Fig. 1: run 1, signal wires on met3
Scale: 8 px per um.
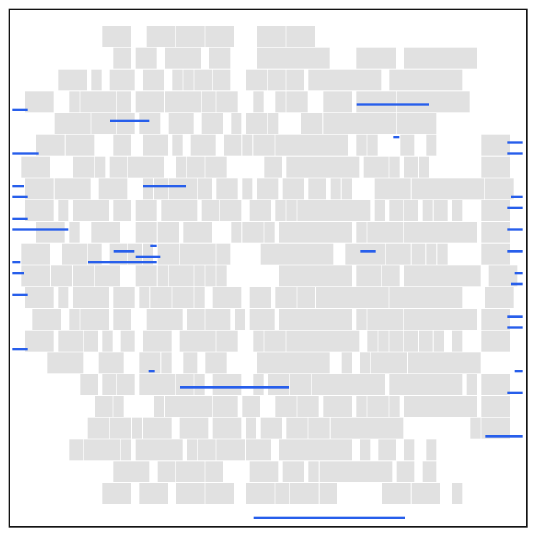
Fig. 2: run 1, congestion heat map
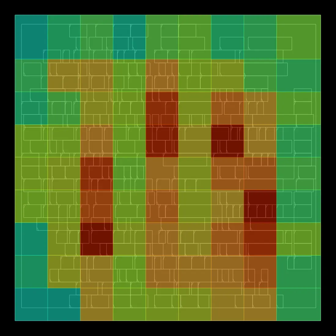
Fig. 3: run 1, cell area per tile
Scale: 6 px per um. 6 x 6 tiles, from dark blue (low) to red (high), 0 to 100% covered.
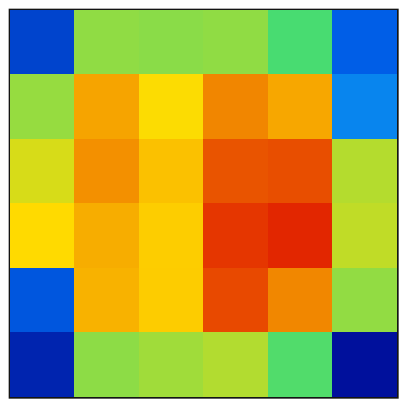
## config.mk

```make
export PLATFORM = sky130hd
export DESIGN_NAME = logic_unit_pipe
export DESIGN_NICKNAME = d
export VERILOG_FILES = /design/src/rtl/logic_unit_pkg.sv /design/src/rtl/logic_unit_core.sv /design/src/rtl/logic_unit_pipe.sv
export SDC_FILE = /design/constraint.sdc
export NUM_CORES = 1
export LEC_CHECK = 0
export CAP_MARGIN = 20
export CORE_UTILIZATION = 56
export CTS_CLUSTER_SIZE = 14
export DETAILED_ROUTE_END_ITERATION = 16
export PLACE_DENSITY = 0.95
export RECOVER_POWER = 50
export SYNTH_ARGS = -nofsm -noshare
export SYNTH_HDL_FRONTEND = slang
export SYNTH_SLANG_ARGS = --single-unit
```

## constraint.sdc

```tcl
create_clock -name clk -period 3.45 [get_ports clk]
set_input_delay 0.8625 -clock clk [delete_from_list [all_inputs] [get_ports clk]]
set_output_delay 0.8625 -clock clk [all_outputs]
set_load 0.01 [all_outputs]
```

## src/rtl/logic_unit_pkg.sv

```systemverilog
// Shared opcode encoding and bitwise operation helper
// for the pipelined logic unit.
package logic_unit_pkg;

  localparam int OP_W  = 3;
  localparam int MAX_W = 64;

  typedef enum logic [OP_W-1:0] {
    OP_AND   = 3'd0,
    OP_OR    = 3'd1,
    OP_NOTA  = 3'd2,
    OP_XOR   = 3'd3,
    OP_NAND  = 3'd4,
    OP_NOR   = 3'd5,
    OP_XNOR  = 3'd6,
    OP_PASSB = 3'd7
  } op_e;

  // Operates at the widest legal width; callers truncate.
  function automatic logic [MAX_W-1:0] logic_op(
    input op_e              op,
    input logic [MAX_W-1:0] a,
    input logic [MAX_W-1:0] b
  );
    logic [MAX_W-1:0] r;
    case (op)
      OP_AND:   r = a & b;
      OP_OR:    r = a | b;
      OP_NOTA:  r = ~a;
      OP_XOR:   r = a ^ b;
      OP_NAND:  r = ~(a & b);
      OP_NOR:   r = ~(a | b);
      OP_XNOR:  r = ~(a ^ b);
      OP_PASSB: r = b;
      default:  r = '0;
    endcase
    return r;
  endfunction

endpackage

```

## src/rtl/logic_unit_core.sv

```systemverilog
// Combinational opcode decode and bitwise op,
// evaluated in front of the first pipeline register.
module logic_unit_core
  import logic_unit_pkg::*;
#(
  parameter int WIDTH = 8
) (
  input  op_e              op_i,
  input  logic [WIDTH-1:0] a_i,
  input  logic [WIDTH-1:0] b_i,
  output logic [WIDTH-1:0] y_o
);

  logic [MAX_W-1:0] r;

  assign r   = logic_op(op_i, MAX_W'(a_i), MAX_W'(b_i));
  assign y_o = r[WIDTH-1:0];

  if (WIDTH < MAX_W) begin : g_hi
    logic unused_hi;
    assign unused_hi = ^r[MAX_W-1:WIDTH];
  end

endmodule

```

## src/rtl/logic_unit_pipe.sv

```systemverilog
// Two-stage valid/ready bitwise logic unit with an
// optional accumulator fed back as operand A.
module logic_unit_pipe
  import logic_unit_pkg::*;
#(
  parameter int               WIDTH    = 8,
  parameter logic [WIDTH-1:0] ACC_INIT = '0
) (
  input  logic             clk,
  input  logic             rst,
  input  logic             in_valid,
  output logic             in_ready,
  input  logic [WIDTH-1:0] in_a,
  input  logic [WIDTH-1:0] in_b,
  input  logic [OP_W-1:0]  in_op,
  input  logic             in_acc,
  input  logic             acc_clear,
  output logic             out_valid,
  input  logic             out_ready,
  output logic [WIDTH-1:0] out_y,
  output logic             out_zero,
  output logic             out_parity,
  output logic [WIDTH-1:0] acc_value
);

  logic             s1_valid_q;
  logic [WIDTH-1:0] s1_y_q;
  logic             s2_valid_q;
  logic [WIDTH-1:0] s2_y_q;
  logic             zero_q;
  logic             par_q;
  logic [WIDTH-1:0] acc_q;
  logic [WIDTH-1:0] acc_d;

  logic             s1_ready;
  logic             s2_ready;
  logic             in_fire;
  logic [WIDTH-1:0] a_sel;
  logic [WIDTH-1:0] y_core;

  assign s2_ready = ~s2_valid_q | out_ready;
  assign s1_ready = ~s1_valid_q | s2_ready;
  assign in_ready = s1_ready;
  assign in_fire  = in_valid & s1_ready;

  // A clear in the same cycle wins over the stored value.
  always_comb begin
    a_sel = in_a;
    if (in_acc) begin
      a_sel = acc_clear ? ACC_INIT : acc_q;
    end
  end

  logic_unit_core #(
    .WIDTH(WIDTH)
  ) u_core (
    .op_i(op_e'(in_op)),
    .a_i (a_sel),
    .b_i (in_b),
    .y_o (y_core)
  );

  always_comb begin
    acc_d = acc_q;
    if (acc_clear) begin
      acc_d = ACC_INIT;
    end
    if (in_fire && in_acc) begin
      acc_d = y_core;
    end
  end

  always_ff @(posedge clk or posedge rst) begin
    if (rst) begin
      acc_q <= ACC_INIT;
    end else begin
      acc_q <= acc_d;
    end
  end

  always_ff @(posedge clk or posedge rst) begin
    if (rst) begin
      s1_valid_q <= 1'b0;
      s1_y_q     <= '0;
    end else if (s1_ready) begin
      s1_valid_q <= in_valid;
      if (in_valid) begin
        s1_y_q <= y_core;
      end
    end
  end

  always_ff @(posedge clk or posedge rst) begin
    if (rst) begin
      s2_valid_q <= 1'b0;
      s2_y_q     <= '0;
      zero_q     <= 1'b1;
      par_q      <= 1'b0;
    end else if (s2_ready) begin
      s2_valid_q <= s1_valid_q;
      if (s1_valid_q) begin
        s2_y_q <= s1_y_q;
        zero_q <= ~|s1_y_q;
        par_q  <= ^s1_y_q;
      end
    end
  end

  assign out_valid  = s2_valid_q;
  assign out_y      = s2_y_q;
  assign out_zero   = zero_q;
  assign out_parity = par_q;
  assign acc_value  = acc_q;

endmodule
```

==> flow_summary.json, run 1 <==
{
  "outcome": "complete, no violations",
  "met1_length_um": 2043,
  "crit_path_end_kind": "output pin",
  "num_vias": 1919,
  "layout-drive-gt1-share": 0.06061,
  "top_cell": "nand2_1",
  "p_switching_mw": 0.3076,
  "place_area_mm2": 0.002671,
  "seqPwrFrac": 0.416,
  "drc_errors": 0,
  "slew_headroom": 0.1118,
  "edf_count": 0,
  "wl_um": 4533,
  "numSynthFlops": 28,
  "largest_area_cell": "dfrtp_1",
  "clock_path_buffers": 2,
  "rsz0062_at_grt": "no",
  "slowest_delay_ns": 0.55,
  "h-tree-depth": 1,
  "reg2reg_slack_ns": 1.26,
  "die_w_um": 64.51,
  "cp.arrival_ns": 2.17,
  "p_comb_frac": 0.389,
  "design_area_mm2": 0.002730,
  "flop_cell": "dfrtp_1",
  "p_int_mw": 0.6884,
  "syn_avg_cell_area_um2": 8.548,
  "fill_cells": 290,
  "async_flop_share": 1.000,
  "placed_cells": 340,
  "routabilityCongestion": 0.8469,
  "die_y_um": 64.51,
  "syn-cell-area_mm2": 0.002188,
  "dp_hpwl_um": 3497,
  "dr_wl_met2_um": 2300,
  "hold_viol_final": 0,
  "grt_pass1_wl_um": 7928,
  "clk_pin_slew_worst_paths_ns": 0.08,
  "hold_path_class": "reg -> reg",
  "syn2layout_area_growth_pct": 24.76,
  "grt_max_degree": 29,
  "logic_area_mm2": 0.001319,
  "fin_crit_sh": 0.8783,
  "chipArea_mm2": 0.004162,
  "p_clk_frac": 0.195,
  "ys_top_cells_by_area": "dfrtp_1, ha_1, mux2i_1",
  "antenna_found_initial": 0,
  "highest_layer": "met4",
  "openroad.warnings": 34,
  "cp.required_ns": 2.59,
  "wl_per_cell_um": 13.14,
  "synth_nets": 301,
  "fin_tns_setup_ns": 0,
  "drt_iter0_markers": 113,
  "p_leak_nw": 1.303,
  "synth_seq_share": 0.3208,
  "ant_nets": 0,
  "post_cts_buffers": 0,
  "via_per_inst": 5.562,
  "insertedDiodeCount": 0,
  "fin_worst_skew_ns": 0.002998,
  "lay_top_count": "clkdlybuf4s50_1",
  "grt_pass1_vias": 1786,
  "worstSetupPathType": "in -> out",
  "crit_path_max_fanout": 4,
  "fp-row-count": 22,
  "post-route-min-period_ns": 3.030,
  "drtPass1Iterations": 5,
  "final-seq-area_um2": 701.9,
  "cp-start-kind": "input port",
  "layoutNonFillerInstCount": 345,
  "cp_cell_sequence": "dlygate4sd3_1 -> nand3b_1 -> clkdlybuf4s50_1",
  "hold_buffers": 0,
  "r2r_cells": 8,
  "fmax_mhz": 330.0,
  "netlist_top_cells_count": "nand2_1, dfrtp_1, inv_1, ha_1, nor2b_1",
  "cts_resized": 0,
  "report.final.slew_viol_count": 0,
  "hold_ws_ns": 0.4856,
  "most-common-layout-cells": "clkdlybuf4s50_1, nand2_1, dfrtp_1, inv_1, ha_1",
  "numCtsBuffers": 3,
  "final-setup-viol-count": 0,
  "clkLatencyLatePin_ns": 0.27,
  "maxCapViolCount": 0,
  "synth.top_cell.area_share": 0.3087,
  "vdd_drop_max_v": 0.0001924,
  "dr_wl_met3_um": 107,
  "ys_cells": 256,
  "worstMarginPinSlew_ns": 1.332
}
Back to the opening pictures, Fig. 1:
wire length on this layer: 108 um
nets with wire on the layer: 32

Back to the opening pictures, Fig. 2:
Tot GR Track Use: 0.2429
GR Util met1: 0.3226
global routing usage on met2: 0.4026

Back to the opening pictures, Fig. 3:
fullest tile: 96%
tiles over 75% full: 44%
mean over tiles: 64%
Finished Core Util: 0.7347
Initial Util: 0.5889
core area: 0.003716 mm^2

==> run 1: power by group through the flow <==
stage	logic (mW)	clock network, mW	registers, mW
after floorplan	0.218	0	0.436
after global placement	0.378	0	0.418
after detailed placement	0.391	0	0.422
after CTS	0.392	0.196	0.416
after global routing	0.434	0.214	0.422
final	0.387	0.194	0.414
==> run 1: per-stage QoR <==
step / setup slack (ns) / power, mW
6_report: 0.4198 / 0.9960
3_5_place_dp: 0.2161 / 0.8129
3_3_place_gp: 0.3000 / 0.7964
5_1_grt: 0.3361 / 1.070
4_1_cts: 0.5013 / 1.004
2_1_floorplan: 0.8437 / 0.6540
==> run 1: registers in the layout, summed over array words and instances (netlist names) <==
register,cells
acc_value,8
out_y,8
s1_y_q,8
out_parity,1
out_valid,1
out_zero,1
s1_valid_q,1
==> run 1: worst max-delay path, delay by kind of cell <==
family	cells	cell delay (ns)
AND/OR/NAND/NOR	1	0.24
buffers and inverters	2	1.07
==> run 1: logic make-up (layout without fill, tap and decap cells) <==
group | Yosys count | after routing | share of synthesized area
AOI/OAI and AO/OA | 65 | 65 | 0.2121
muxes | 12 | 12 | 0.05489
buffers and inverters | 41 | 82 | 0.07661
adders and majority gates | 20 | 20 | 0.1144
and+or+nand+nor | 87 | 87 | 0.2093
xor gates and xnor gates | 3 | 3 | 0.01201
DFF | 28 | 28 | 0.3208
==> run 1: per-layer routing <==
metal | track usage | vias to the layer above
met1 | 0.3226 | 902
met4 | 0.1028 | 0
met3 | 0.02289 | 6
li1 | - | 969
met2 | 0.4026 | 42
met5 | 0 | -
==> run 1: cell type report <==
type	count	share of cell area
clock buffers	4	0.02016
inverters	26	0.03575
multi-input cells	187	0.4830
flip-flops and latches	28	0.2571
well taps	48	0.02200
repair buffers	52	0.1819
==> run 1: how the worst min path moves through the flow <==
stage              start        end  slack, ns  cells after the start
6_report        out_y[2]   out_y[2]       0.49                      2
5_1_grt         out_y[2]   out_y[2]       0.51                      2
4_1_cts         out_y[7]   out_y[7]       0.49                      2
3_5_place_dp   s1_y_q[3]  s1_y_q[3]       0.47                      2
3_3_place_gp   s1_y_q[3]  s1_y_q[3]       0.46                      2
2_1_floorplan  s1_y_q[0]  s1_y_q[0]       0.45                      2
--- run 2 (diff from run 1) ---
- CELL_PAD_IN_SITES_DETAIL_PLACEMENT: not set -> 2
- CELL_PAD_IN_SITES_GLOBAL_PLACEMENT: not set -> 2
- CORE_UTILIZATION: 56 -> 33
==> run 2 against run 1 <==
  * Highest routed layer unchanged
  * Critical path type is now in -> reg
  * Via count increased by 3.0%
  * Utilization decreased by 30 points
  * Largest cell class unchanged
  * The flow now finishes with violations (max-capacitance violations, max-slew violations)
  * Critical endpoint is now s1_y_q[6]
  * Register-to-register slack got worse by 0.14 ns
  * Global-route usage decreased by 4.6 points
==> flow_summary.json, run 2 <==
{
  "fill_cells": 725,
  "ant_nets": 0,
  "routabilityCongestion": 0.8389,
  "compound_area_frac": 0.2121,
  "numSynthFlops": 28,
  "whs_endpoint": "out_y[2]",
  "async_flop_share": 1.000,
  "maxCapViolCount": 1,
  "design_area_mm2": 0.002794,
  "layout-drive-gt1-share": 0.06689,
  "dp_hpwl_um": 5441,
  "cts_resized": 0,
  "vdd_drop_max_v": 0.0002235,
  "lay_top_count": "clkdlybuf4s50_1",
  "final-setup-viol-count": 0,
  "clk_pin_slew_worst_paths_ns": 0.10,
  "synth_seq_share": 0.3208,
  "cp-start-kind": "input port",
  "hold_buffers": 0,
  "insertedDiodeCount": 0,
  "syn_avg_cell_area_um2": 8.548,
  "worstMarginPinSlew_ns": 1.507,
  "rsz0062_at_grt": "no",
  "mux_area_frac": 0.05489,
  "grt_pass1_vias": 2202,
  "coreArea_mm2": 0.006386,
  "fp-row-count": 29,
  "drc_errors": 0,
  "place_ws_ns": -0.004155,
  "syn2layout_area_growth_pct": 27.67,
  "ys_cells": 256,
  "synth_nets": 301,
  "antenna_found_initial": 0,
  "power_mw": 1.040,
  "post-route-min-period_ns": 3.198,
  "ys_top_cells_by_area": "dfrtp_1, ha_1, mux2i_1",
  "synth.top_cell.area_share": 0.3087,
  "die_y_um": 83.44,
  "post_cts_buffers": 0,
  "grt_max_degree": 29,
  "cp.arrival_ns": 3.34,
  "numCtsBuffers": 3,
  "crit_path_end_kind": "register",
  "report.final.slew_viol_count": 29,
  "fin_crit_sh": 0.9270,
  "initial_core_util": 0.3427,
  "wl_per_cell_um": 17.71,
  "fin_tns_setup_ns": 0,
  "hold_path_class": "reg -> reg",
  "outcome": "finished with violations",
  "violations": "max-capacitance violations, max-slew violations",
  "hold_ws_ns": 0.4925,
  "min_from": "out_y[2]",
  "h-tree-depth": 1,
  "r2r_cells": 7,
  "chipArea_mm2": 0.006961,
  "logic_family": "AND-OR/OR-AND gates",
  "via_per_inst": 5.255,
  "placed_cells": 372,
  "edf_count": 0,
  "ys_sh_xor": 0.01201,
  "grt_pass1_wl_um": 11070,
  "flop_cell": "dfrtp_1",
  "drt_iter0_markers": 51,
  "setup_slack_ns": 0.2519,
  "place_area_mm2": 0.002743,
  "crit_path_max_fanout": 17,
  "reg2reg_slack_ns": 1.12,
  "drtPass1Iterations": 4,
  "syn-cell-area_mm2": 0.002188,
  "wl_um": 6658
}
[run 2: cell count changes in the layout (fill, tap and decap cells not counted)]
cell / delta
buf_12: +1
buf_4: +1
clkdlybuf4s50_1: +3
dlygate4sd3_1: -3
[run 2: layer usage]
metal / vias up / share of wire / wire, um
li1: 974 / - / -
met1: 961 / 0.44 / 2933
met2: 35 / 0.53 / 3521
met3: 6 / 0.019 / 126
met4: 0 / 0.011 / 76
met5: - / 0 / 0
[run 2: cell type report]
cell class,count,area (um^2),share of cell area
multi-input combinational,187,1319,0.4720
tap,77,96.34,0.03448
clock buffer,4,55.05,0.01970
inverter,26,97.59,0.03493
sequential,28,701.9,0.2512
timing repair buffer,54,524.3,0.1876
[run 2: cells by family after synthesis]
kind of cell / count (synthesis)
AOI/OAI and AO/OA: 65
and+or+nand+nor: 87
adders and majority gates: 20
DFF: 28
muxes: 12
buffers and inverters: 41
xor gates and xnor gates: 3
[run 2: critical path, stage by stage]
cell and delay [ns]:
clkdlybuf4s50_1 0.61, buf_12 0.19, mux2i_1 0.33, ha_1 0.31, and3b_1 0.19, o32a_1 0.30
a311oi_1 0.37, o31ai_1 0.16
[run 2: worst max-delay path by stage]
stage	startpoint	endpoint	slack [ns]	depth (start not counted)
after global routing	in_acc	s1_y_q[6]	0.19	8
after CTS	in_acc	s1_y_q[6]	0.29	8
after global placement	in_acc	s1_y_q[6]	0.19	8
after floorplan	in_acc	s1_y_q[6]	0.84	7
final	in_acc	s1_y_q[6]	0.25	8
after detailed placement	in_acc	s1_y_q[6]	-0.004	8
[run 2: power by group]
group | leakage, nW | switching, mW | internal (mW)
logic | 0.936 | 0.208 | 0.210
registers | 0.349 | 0.0339 | 0.385
clock network | 0.0288 | 0.101 | 0.102
Fig. 4: run 2, congestion heat map
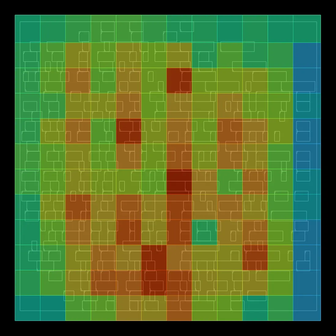
Finished Core Util: 0.4375
Tot GR Track Use: 0.1973
GR Util met1: 0.2453
global routing usage on met2: 0.3636
GRT busiest layer: met2

Fig. 5: run 2, signal wires on met3
Scale: 6 px per um.
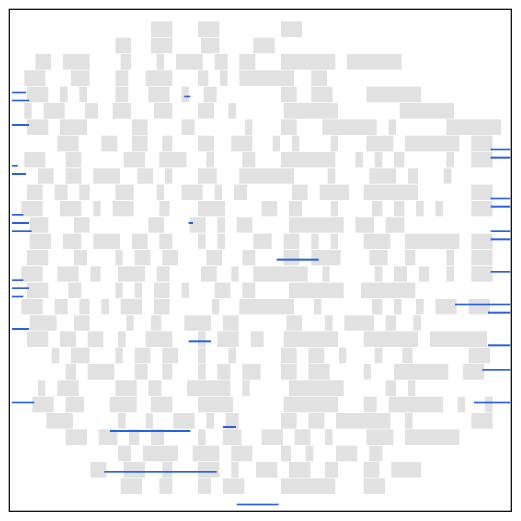
longest straight run: 18.4 um
main direction: horizontal
wire length on this layer: 127 um

Power figures rest on the tool's default switching activity, not on a simulated workload.
